Run 1, routing congestion:
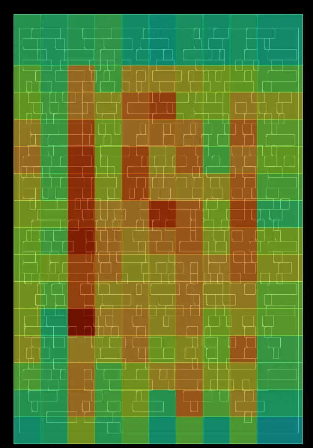
Run 1, met3 routing:
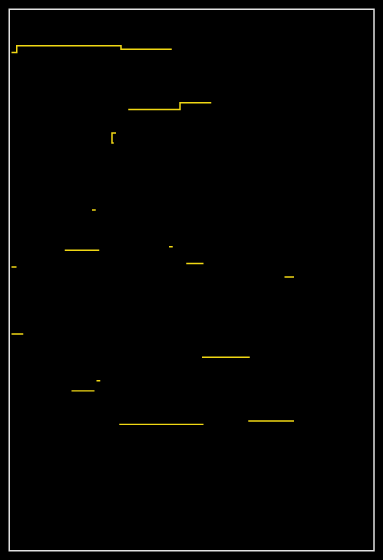
Run 1, logic cells by family:
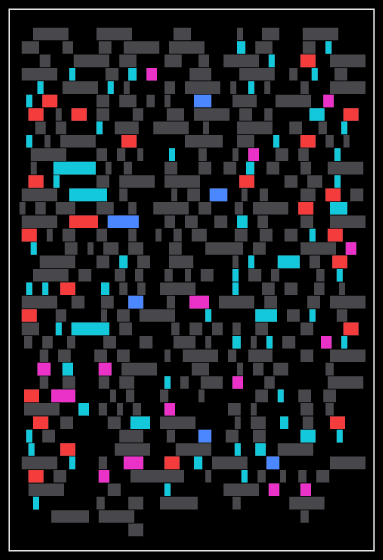
==> config.mk <==
export PLATFORM = sky130hd
export DESIGN_NAME = key_debounce
export DESIGN_NICKNAME = d
export VERILOG_FILES = /design/src/rtl/key_debounce.sv
export SDC_FILE = /design/constraint.sdc
export NUM_CORES = 1
export LEC_CHECK = 0
export CAP_MARGIN = 20
export CELL_PAD_IN_SITES_DETAIL_PLACEMENT = 2
export CELL_PAD_IN_SITES_GLOBAL_PLACEMENT = 2
export CORE_ASPECT_RATIO = 1.5
export CORE_UTILIZATION = 33
export DETAILED_ROUTE_END_ITERATION = 12
export PLACE_DENSITY_LB_ADDON = 0.1
export SKIP_LAST_GASP = 1
export SLEW_MARGIN = 0
export SYNTH_ARGS = -nofsm -noshare
export SYNTH_HDL_FRONTEND = slang
export SYNTH_SLANG_ARGS = --single-unit
==> constraint.sdc <==
create_clock -name MAX10_CLK1_50 -period 1.9 [get_ports MAX10_CLK1_50]
set_clock_uncertainty 0.1 [all_clocks]
set_input_delay 0.57 -clock MAX10_CLK1_50 [delete_from_list [all_inputs] [get_ports MAX10_CLK1_50]]
set_output_delay 0.57 -clock MAX10_CLK1_50 [all_outputs]
set_load 0.005 [all_outputs]
==> job_summary.md, run 1 <==
### Yosys + OpenROAD results

| Metric | Value |
|---|---|
| Max FFs per register | 40 |
| M1 wire length | 2750 um |
| WS Path Type | reg2reg |
| Top-area cell share | 0.424 |
| GRT Total Usage | 0.209 |
| Final setup fails | 10 |
| Share of layout cells above drive strength 1 | 0.261 |
| Post-Syn Area | 2550 um^2 |
| Register clock-pin slew on the reported worst setup and hold paths | 0.10 ns |
| Outcome | finished with violations |
| Routability Congestion | 0.844 |
| Vias in the first global route | 2619 |
| Final max-slew violation count | 0 |
| Yosys warnings | 0 |
| RSZ-0062 raised after global routing | true |
| Number of OpenROAD warnings | 28 |
| Top cells excl fill/tap | 61 x buf_4, 50 x dfxtp_1, 39 x nor2_1 |
| Yosys chip area | 2550 um^2 |
| Initial Util | 0.346 |
| Max frequency | 507 MHz |
| Global-route wire length before repair | 12400 um |
| Routed length on met3 | 109 um |
| Final worst setup slack | -0.0734 ns |
| Failing checks | negative setup slack |
| Hpwl dp | 6040 um |
| Pin count of the biggest net entering global routing | 17 |
About 'routing congestion':
WL per Instance: 17.1 um
GR Layer Usage met3: 0.0357
final core utilization: 0.450

About 'met3 routing':
longest straight run	21.2 um
nets with wire on the layer	8
wire length on this layer	109 um
final WL: 7890 um
DR vias: 2364

About 'logic cells by family':
family	colour	cells
nor cells	cyan	60
and/or cells	magenta	15
non-inverting ao/oa cells	blue	6
xor and xnor cells	red	24
logic share of the area: 0.421
most frequent logic cell in the layout: buf_4
final cell count without fillers: 460

run 1: kinds of logic (layout without fill, tap and decap cells):
logic type                 after synthesis  after routing  synth area share
muxes                                    3              3            0.0118
xor gates and xnor gates                24             24            0.0825
adders and majority gates                2              2           0.00982
AOI/OAI and AO/OA                       46             47             0.109
DFF                                     54             54             0.424
and+or+nand+nor                        144            144             0.307
buffers and inverters                   26             86            0.0555
run 1: cell usage after synthesis, types with 2 or more instances:
master,n
mux2i_1,3
nand4b_1,2
xnor2_1,4
a21oi_1,10
nand2_1,26
or3_1,8
dfxtp_1,54
ha_1,2
or4_1,2
clkbuf_1,4
buf_2,3
o31ai_1,2
nor4_1,4
buf_4,8
nor4b_1,2
a31oi_1,2
nand2b_1,4
o21ai_1,10
o21ai_0,9
xor2_1,20
nor2_1,40
nand4_1,17
o22ai_1,2
nor3_1,8
nand3_1,18
inv_1,7
nor4_2,2
run 1: layout make-up:
| cell class | count | area [um^2] |
|---|---|---|
| Timing Repair Buffer | 71 | 571 |
| Multi-Input combinational cell | 220 | 1400 |
| Clock inverter | 2 | 38.8 |
| Sequential cell | 54 | 1090 |
| Inverter | 8 | 30.0 |
| Fill cell | 855 | 4050 |
| Tap cell | 100 | 125 |
| Clock buffer | 5 | 68.8 |
run 1: layer usage:
metal | vias up | GRT usage
met3 | 13 | 0.0357
li1 | 1174 | -
met4 | 0 | 0.0920
met2 | 17 | 0.442
met5 | - | 0
met1 | 1160 | 0.178
run 1: worst max-delay path: stages (launching register included):
cell	delay (ns)
dfxtp_1	0.32
or4b_4	0.57
nor4_4	0.27
buf_4	0.19
a31o_2	0.26
o21ai_1	0.10
a21oi_1	0.11
run 1: power by group:
group	leakage, nW	total (mW)	switching (mW)	internal (mW)
combinational	0.727	0.115	0.0635	0.0513
clock	0.0542	0.796	0.407	0.389
sequential	0.438	1.15	0.00854	1.14
total	1.22	2.06	0.479	1.58
run 1: metrics by stage:
stage | worst slack (ns) | instance area, um^2 | power [mW] | cells
2_1_floorplan | 0.0729 | 2550 | 1.23 | 299
3_3_place_gp | -0.0548 | 3090 | 1.29 | 447
3_5_place_dp | -0.0917 | 3090 | 1.29 | 447
4_1_cts | -0.0326 | 3230 | 2.10 | 454
5_1_grt | -0.130 | 3320 | 2.14 | 460
6_report | -0.0734 | 3320 | 2.06 | 460
run 1: repair_timing:
item                                    in CTS  in global routing
endpoints found under the setup margin      15                 18
setup buffers                                0                  5
resized                                      5                 12
gates cloned                                 0                  1
hold buffers                                 0                  0
pin swaps                                    1                 12
==> inputs of run 2 (changes only) <==
--- a/config.mk
+++ b/config.mk
@@ -9,6 +9,7 @@
 export CELL_PAD_IN_SITES_DETAIL_PLACEMENT = 2
 export CELL_PAD_IN_SITES_GLOBAL_PLACEMENT = 2
 export CORE_ASPECT_RATIO = 1.5
+export CORE_MARGIN = 4
 export CORE_UTILIZATION = 33
 export DETAILED_ROUTE_END_ITERATION = 12
 export PLACE_DENSITY_LB_ADDON = 0.1
Run 2, metal 2:
The bar under the picture is 20 um long.
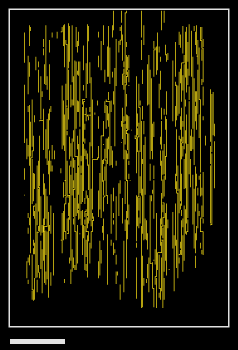
longest straight run	40.8 um
wire length on this layer	4880 um
nets with wire on the layer	343
GR Layer Usage met2: 0.396
DR vias: 2413
final WL: 8120 um

==> run 2 against run 1 <==
Net effect:
- hold slack got worse by 0.0072 ns
- synthesized cell count did not move
- area after synthesis did not move
- final cell count rose by 0.65%
- clock power rose by 32%
- the run still ends with negative setup slack left
- sequential share of layout area fell by 0.63 points
- setup slack improved by 0.040 ns
- final area rose by 2.2%
- largest power group unchanged
- fmax rose by 2.1%
==> job_summary.md, run 2 <==
### Yosys + OpenROAD results

| Metric | Value |
|---|---|
| Critical path buffer and inverter count | 0 (-1) |
| Yosys warnings | 0 (unchanged) |
| Top-count cell post-synth | dfxtp_1 |
| Hpwl dp | 6140 um (+1.7%) |
| Outcome | finished with violations |
| GRT Total Usage | 0.188 (-0.0204) |
| Share of layout cells above drive strength 1 | 0.263 (+0.00205) |
| WL per Instance | 17.5 um (+2.3%) |
| WS Path Type | reg2reg |
| Max frequency | 517 MHz (+2.1%) |
| Cell Chain, Critical Path | or4b_4, nor4_4, nand3_2, or3_1, a31oi_1 |
| Top cells excl fill/tap | 62 x buf_4, 50 x dfxtp_1, 39 x nor2_1 |
| Initial Util | 0.337 (-0.00886) |
| Top-area cell share | 0.424 (unchanged) |
| Global-route wire length before repair | 13300 um (+7.1%) |
| Number of OpenROAD warnings | 28 (unchanged) |
| Final setup fails | 1 (-9) |
| Routability Congestion | 0.737 (-13%) |
| Final max-slew violation count | 0 (unchanged) |
| Vias in the first global route | 2797 (+6.8%) |
| Failing checks | negative setup slack |
| Post-synth top cells | 54 x dfxtp_1, 40 x nor2_1, 26 x nand2_1 |
| Pin count of the biggest net entering global routing | 17 (unchanged) |
| RSZ-0062 raised after global routing | true |
| Final worst setup slack | -0.0330 ns (+0.0403 ns) |
| Post-Syn Area | 2550 um^2 (unchanged) |
| CP top delay family | simple AND/OR/NAND/NOR gates |
| Final core utilization | 0.448 (-0.00194) |
| Most frequent logic cell in the layout | buf_4 |
Run 2, logic cells by family:
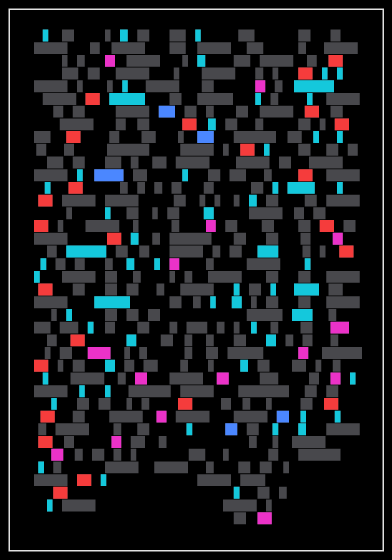
logic share of the area: 0.411
final cell count without fillers: 463

-- run 2: cell counts after synthesis --
No cell type changed its count.
-- run 2: kinds of logic after synthesis --
| family | share of synthesized area |
|---|---|
| and+or+nand+nor | 0.307 |
| muxes | 0.0118 |
| AOI/OAI and AO/OA | 0.109 |
| DFF | 0.424 |
| adders and majority gates | 0.00982 |
| xor gates and xnor gates | 0.0825 |
| buffers and inverters | 0.0555 |
-- run 2: repair_timing --
item                                    CTS  global route
resized                                   3            16
pin swaps                                 2             5
buffers inserted                          2             2
endpoints found under the setup margin   23            27
-- run 2: layer usage --
layer	wire length [um]	up-vias	global-route usage
li1	-	1171	-
met4	174	0	0.0699
met3	127	12	0.0311
met1	2940	1206	0.173
met2	4880	24	0.396
met5	0	-	0
-- run 2: power by group --
part	internal (mW)	total [mW]	switching, mW
combinational	0.0501	0.114	0.0639
sequential	1.14	1.15	0.00758
clock	0.618	1.05	0.433
total	1.81	2.31	0.504
-- run 2: cell type report --
cell class / count / area, um^2
Fill cell: 850 / 4180
Multi-Input combinational cell: 219 / 1390
Sequential cell: 54 / 1090
Timing Repair Buffer: 73 / 586
Tap cell: 102 / 128
Clock buffer: 5 / 125
Clock inverter: 2 / 38.8
Inverter: 8 / 30.0
-- run 2: per-stage QoR --
stage	std cells	worst slack [ns]	setup TNS, ns	area [um^2]
6_report	463	-0.0330	-0.0330	3390
3_3_place_gp	452	-0.0919	-0.522	3120
2_1_floorplan	299	0.0729	0	2550
3_5_place_dp	452	-0.226	-1.32	3120
4_1_cts	461	-0.0353	-0.0353	3310
5_1_grt	463	-0.142	-0.576	3390
Power figures rest on the tool's default switching activity, not on a simulated workload.
